[src/rtl/restador_serial_pkg.sv]
// Shared definitions for the bit-serial subtractor: state encoding and default width.
`ifndef RESTADOR_SERIAL_PKG_SV
`define RESTADOR_SERIAL_PKG_SV
package restador_serial_pkg;

  localparam int DEFAULT_WIDTH = 8;

  typedef enum logic [1:0] {
    ST_IDLE = 2'd0,
    ST_RUN  = 2'd1,
    ST_DONE = 2'd2
  } state_e;

endpackage
`endif

[src/rtl/restador_completo.sv]
// Combinational 1-bit full subtractor: d = a - b - bi, bo = borrow out.
module restador_completo #(
  parameter int PwrC = 0
) (
  input  logic a,
  input  logic b,
  input  logic bi,
  output logic d,
  output logic bo
);

  // PwrC only tags the cell for power characterisation; both arms are the same logic.
  if (PwrC >= 0) begin : g_cell
    assign d  = a ^ b ^ bi;
    assign bo = (~a & b) | (~(a ^ b) & bi);
  end else begin : g_cell_alt
    assign d  = a ^ b ^ bi;
    assign bo = (~a & b) | (~(a ^ b) & bi);
  end

endmodule

[src/rtl/restador_serial.sv]
// Bit-serial ripple subtractor: d = a - b - bi, one bit per clock, LSB first.
// Handshake: start is sampled only while idle (busy=0); the operands are
// captured on that edge, busy stays high until the result is flagged, and
// done is a one-cycle pulse during which d/bo/ovf already hold the new result.
module restador_serial
  import restador_serial_pkg::*;
#(
  parameter int WIDTH = DEFAULT_WIDTH,
  parameter int PwrC  = 0
) (
  input  logic             clk,
  input  logic             reset_L,
  input  logic             start,
  input  logic [WIDTH-1:0] a,
  input  logic [WIDTH-1:0] b,
  input  logic             bi,
  output logic             busy,
  output logic             done,
  output logic [WIDTH-1:0] d,
  output logic             bo,
  output logic             ovf
);

  localparam int CW = $clog2(WIDTH);
  localparam logic [CW-1:0] LAST = CW'(WIDTH - 1);

  state_e           state_q, state_d;
  logic [CW-1:0]    cnt_q, cnt_d;
  logic [WIDTH-1:0] rega_q, rega_d;
  logic [WIDTH-1:0] regb_q, regb_d;
  logic             br_q, br_d;
  logic [WIDTH-2:0] res_q, res_d;
  logic [WIDTH-1:0] dout_q, dout_d;
  logic             bo_q, bo_d;
  logic             ovf_q, ovf_d;

  logic             cell_d, cell_bo;
  logic [WIDTH-1:0] res_next;

  restador_completo #(.PwrC(PwrC)) u_cell (
    .a  (rega_q[0]),
    .b  (regb_q[0]),
    .bi (br_q),
    .d  (cell_d),
    .bo (cell_bo)
  );

  // Partial result with the current difference bit shifted in at the top.
  assign res_next = {cell_d, res_q};

  // State, datapath and result registers; reset aborts any operation in flight.
  always_ff @(posedge clk or negedge reset_L) begin
    if (!reset_L) begin
      state_q <= ST_IDLE;
      cnt_q   <= '0;
      rega_q  <= '0;
      regb_q  <= '0;
      br_q    <= 1'b0;
      res_q   <= '0;
      dout_q  <= '0;
      bo_q    <= 1'b0;
      ovf_q   <= 1'b0;
    end else begin
      state_q <= state_d;
      cnt_q   <= cnt_d;
      rega_q  <= rega_d;
      regb_q  <= regb_d;
      br_q    <= br_d;
      res_q   <= res_d;
      dout_q  <= dout_d;
      bo_q    <= bo_d;
      ovf_q   <= ovf_d;
    end
  end

  // Next-state logic: capture in IDLE, one bit per edge in RUN, single DONE cycle.
  always_comb begin
    state_d = state_q;
    cnt_d   = cnt_q;
    rega_d  = rega_q;
    regb_d  = regb_q;
    br_d    = br_q;
    res_d   = res_q;
    dout_d  = dout_q;
    bo_d    = bo_q;
    ovf_d   = ovf_q;
    case (state_q)
      ST_IDLE: begin
        if (start) begin
          rega_d  = a;
          regb_d  = b;
          br_d    = bi;
          cnt_d   = '0;
          res_d   = '0;
          state_d = ST_RUN;
        end
      end
      ST_RUN: begin
        rega_d = rega_q >> 1;
        regb_d = regb_q >> 1;
        br_d   = cell_bo;
        res_d  = res_next[WIDTH-1:1];
        if (cnt_q == LAST) begin
          // Last bit: the cell inputs are the operand sign bits.
          dout_d  = res_next;
          bo_d    = cell_bo;
          ovf_d   = (rega_q[0] != regb_q[0]) & (cell_d != rega_q[0]);
          state_d = ST_DONE;
        end else begin
          cnt_d = cnt_q + 1'b1;
        end
      end
      ST_DONE: begin
        state_d = ST_IDLE;
      end
      default: begin
        state_d = ST_IDLE;
      end
    endcase
  end

  assign busy = (state_q != ST_IDLE);
  assign done = (state_q == ST_DONE);
  assign d    = dout_q;
  assign bo   = bo_q;
  assign ovf  = ovf_q;

endmodule
[config.mk]
export PLATFORM = sky130hd
export DESIGN_NAME = restador_serial
export DESIGN_NICKNAME = d
export VERILOG_FILES = /design/src/rtl/restador_serial_pkg.sv /design/src/rtl/restador_completo.sv /design/src/rtl/restador_serial.sv
export SDC_FILE = /design/constraint.sdc
export NUM_CORES = 1
export LEC_CHECK = 0
export CAP_MARGIN = 5
export CORE_MARGIN = 2
export CORE_UTILIZATION = 45
export CTS_CLUSTER_SIZE = 25
export DETAILED_ROUTE_END_ITERATION = 12
export GPL_ROUTABILITY_DRIVEN = 0
export HOLD_SLACK_MARGIN = 0.06
export MAX_ROUTING_LAYER = met4
export PLACE_DENSITY = 0.7
export RECOVER_POWER = 25
export SLEW_MARGIN = 15
export SYNTH_ARGS = -nofsm -noshare
export SYNTH_HDL_FRONTEND = slang
export SYNTH_SLANG_ARGS = --single-unit
[constraint.sdc]
create_clock -name clk -period 2.05 [get_ports clk]
set_input_delay 0.615 -clock clk [delete_from_list [all_inputs] [get_ports clk]]
set_output_delay 0.615 -clock clk [all_outputs]
set_load 0.05 [all_outputs]
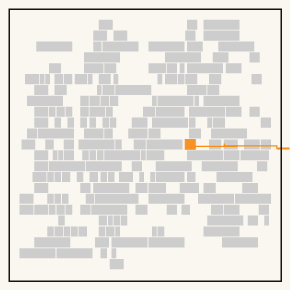
(run_1/port_trees.png)
(4 px per um)
- `bi`: orange (bits 1; direction input; end cells 1; wire 27.3 um)

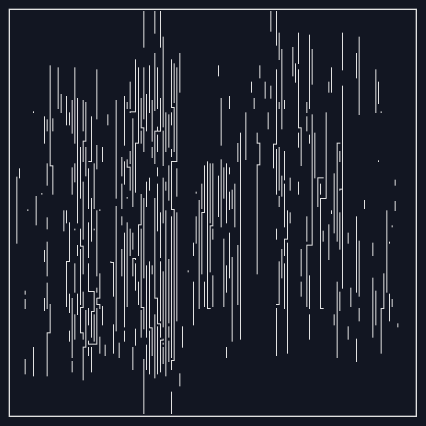
(run_1/m2.png)
(6 px per um)
- nets with wire on the layer: 179
- share of all routed wire: 51%
- wire length on this layer: 1,920 um
- longest straight run: 34.3 um
- main direction: vertical

==> changes_impl.md, run 1 <==
## Implementation

- # hold bufs at CTS: 0
- Max-slew violations: 0
- RSZ-0062 raised after global routing: false
- Tap cells: 50
- Total global routing overflow: 0
- Antenna Cells: 0
- Period utilization: 93.69%
- AND/OR/NAND/NOR Cells, Area Fraction: 14.30%
- Critical path arrival: 1310 ps
- Nets: 217
- Vias in the first global route: 1,382
- Slew margin rel.: 35.77%
- Wire length on met3: 198 um
- CP max stage delay: 480 ps
- Core area: 3943 um2
- Distinct cells, synth: 30
- RR Endpoint: d[0]
- Area delta synth->final: 22.68%
- Pwr Density: 1611 nW/um2
- Sw power: 1437 uW
- Clk buf depth: 2
- Startpoint Class: flop
- Finished Layout Cells: 244
- Routed length on met2: 1915 um
- Ys cells: 160
- CTS H-tree lvls: 2
- Syn_nets: 184
- OpenROAD warning count: 27
- Total of max-cap violations: 0
- Synth Cell Area: 1820 um2
- Mi-comb count: 102
- GR Util met1: 21.73%
- Setup violators final: 0
- Outcome: finished, final reports clean
- Logic family by area: AND-OR/OR-AND gates
- Seq_cells: 39
- Sequential area share after synthesis: 53.61%
- Drt pass-1 iters: 6
- HPWL Detailed: 2613 um
- Port-buffer cells: 31
- Adder-Cell Fraction of Synth Area: 3.162%
- Met3 Use GR: 4.333%
- Via/cell ratio: 5.607
- Overall power: 3599 uW
- Final Skew: 9.316 ps
- Mux share: 6.117%
- Logic power comb: 1590 uW
- Sequential power share: 38.2%
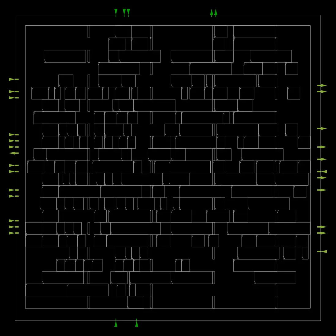
(run_1/placed.png)
# fillers: 338
Rows: 23

[run 1: layout by cell type (no fill, tap or decap)]
cell              n
dfrtp_1          39
nor3_1           27
clkdlybuf4s50_1  18
buf_4            18
o22ai_1          14
a22o_1           12
nor2_1            9
mux2_2            8
inv_1             6
o21ai_0           5
o32ai_1           5
clkbuf_8          5
nand2_1           4
ha_1              3
nor2b_1           2
nand2b_1          2
or2_2             1
or2_1             1
nand2_4           1
nor3b_1           1
a221oi_1          1
nand3b_4          1
mux2_1            1
xnor2_1           1
o31ai_1           1
mux2i_1           1
fa_1              1
bufinv_16         1
clkinv_4          1
clkinv_2          1
clkbuf_1          1
buf_12            1
clkbuf_2          1
--- run 2 (diff from run 1) ---
--- a/config.mk
+++ b/config.mk
@@ -15,6 +15,7 @@
 export MAX_ROUTING_LAYER = met4
 export PLACE_DENSITY = 0.7
 export RECOVER_POWER = 25
+export REMOVE_ABC_BUFFERS = 1
 export SLEW_MARGIN = 15
 export SYNTH_ARGS = -nofsm -noshare
 export SYNTH_HDL_FRONTEND = slang
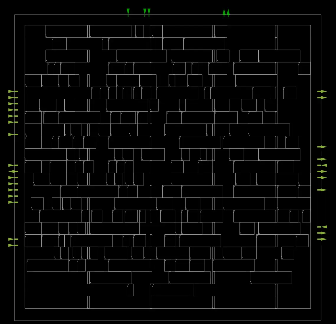
(run_2/placed.png)
Finished Layout Cells: 243
Seq/total area: 43.43%
core area: 3943 um2
# fillers: 334
tap cells: 50

==> changes_impl.md, run 2 <==
## Implementation

- Die ar.: 4570 um2
- Clk buf depth: 2
- Overall power: 3734 uW
- Startpoint Class: flop
- Rows: 23
- # hold bufs at CTS: 0
- Sequential power share: 36.9%
- Met3 Use GR: 5.500%
- Max-slew violations: 0
- GR Util met1: 26.44%
- Via/cell ratio: 5.724
- Placed Instance Area: 2117 um2
- Final Skew: 5.041 ps
- Max layer used: met4
- Port-buffer cells: 31
- RSZ-0062 raised after global routing: false
- Synth Cell Area: 1820 um2
- OpenROAD warning count: 26
- Yosys stat area: 1820 um2
- Logic family by area: AND-OR/OR-AND gates
- Clock-net power: 754 uW
- Routed length on met2: 1941 um
- CTS Buf Count: 5
- Distinct cells, synth: 30
- CTS H-tree lvls: 2
- Mux share: 6.117%
- Sequential area share after synthesis: 53.61%
- Nets: 216
- Critical path arrival: 1240 ps
- Lkg Pwr: 0.001018 uW
- Reg2Reg Depth: 4
- Reg2reg start: cnt_q[0]
- Drt first-iter violations: 75
- Setup violators final: 0
- Sw power: 1450 uW
- Ys cells: 160
- Clock Power Share: 20.2%
- I/O pin count: 32
- CP Data Required Time: 1430 ps
- Total of max-cap violations: 0
- Top Layout Cells: dfrtp_1, nor3_1, clkdlybuf4s50_1, buf_4, o22ai_1
- Drt pass-1 iters: 4
- Wire length on met3: 186 um
- Die X: 67.61 um
- Period utilization: 90.25%
- CP max FO: 5
- Vias in the first global route: 1,365
- Initial antenna violation count: 0
- Adder-Cell Fraction of Synth Area: 3.162%
- Number of enable flip-flop cells: 0
- Antenna Cells: 0
- AND/OR/NAND/NOR Cells, Area Fraction: 14.30%
- Total global routing overflow: 0
- Largest net degree at the start of global routing: 40
- Logic power comb: 1600 uW
- Outcome: finished, final reports clean
- Global-route wire length before repair: 6630 um
- Seq group: 1380 uW
- Top Consumer: combinational cells
- Slew margin rel.: 35.39%
- Area delta synth->final: 23.44%
- Pwr Density: 1662 nW/um2
- Ys flop type: dfrtp_1
- Busiest grt layer: met2
- RR Endpoint: d[2]
- Clock root cell: clkbuf_8
- Max IR drop VDD: 0.7065 mV
- Initial Utilization: 46.18%
- HPWL Detailed: 2705 um
- Die Height: 67.61 um
- Final Hold Vio Count: 0
- Async set or reset register ratio after synthesis: 100.0%
- Pint: 2285 uW
- Syn Inst Count: 160
- Top cell excl fill/tap: dfrtp_1
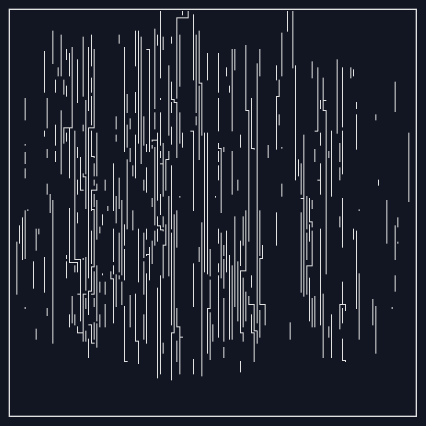
(run_2/m2.png)
(6 px per um)
GR Util met2: 30.39%
Routed WL: 4001 um
DR vias: 1,391

==> run 2: worst min path at each step <==
stage,startpoint,end,slack (ps),cells past startpoint
after floorplan,reset_L,bo,320,0
after global placement,ovf,ovf,470,2
after detailed placement,ovf,ovf,470,2
after CTS,reset_L,res_q[1],380,2
after global routing,d[5],d[5],520,1
final,ovf,ovf,490,2
==> run 2: layout make-up <==
type,instances,area (um2),area share (%)
repair buffers,38,337.8,15.03
inverters,6,22.52,1.002
flip-flops and latches,39,975.9,43.43
well taps,50,62.56,2.784
clock buffers,6,72.57,3.229
multi-input cells,102,715.7,31.85
clock inverters,2,60.06,2.673
==> run 2: worst max-delay path: stages, from the launching register on <==
cell,delay (ps)
dfrtp_1,430
or2_2,350
buf_12,160
Power and IR drop assume default switching activity.
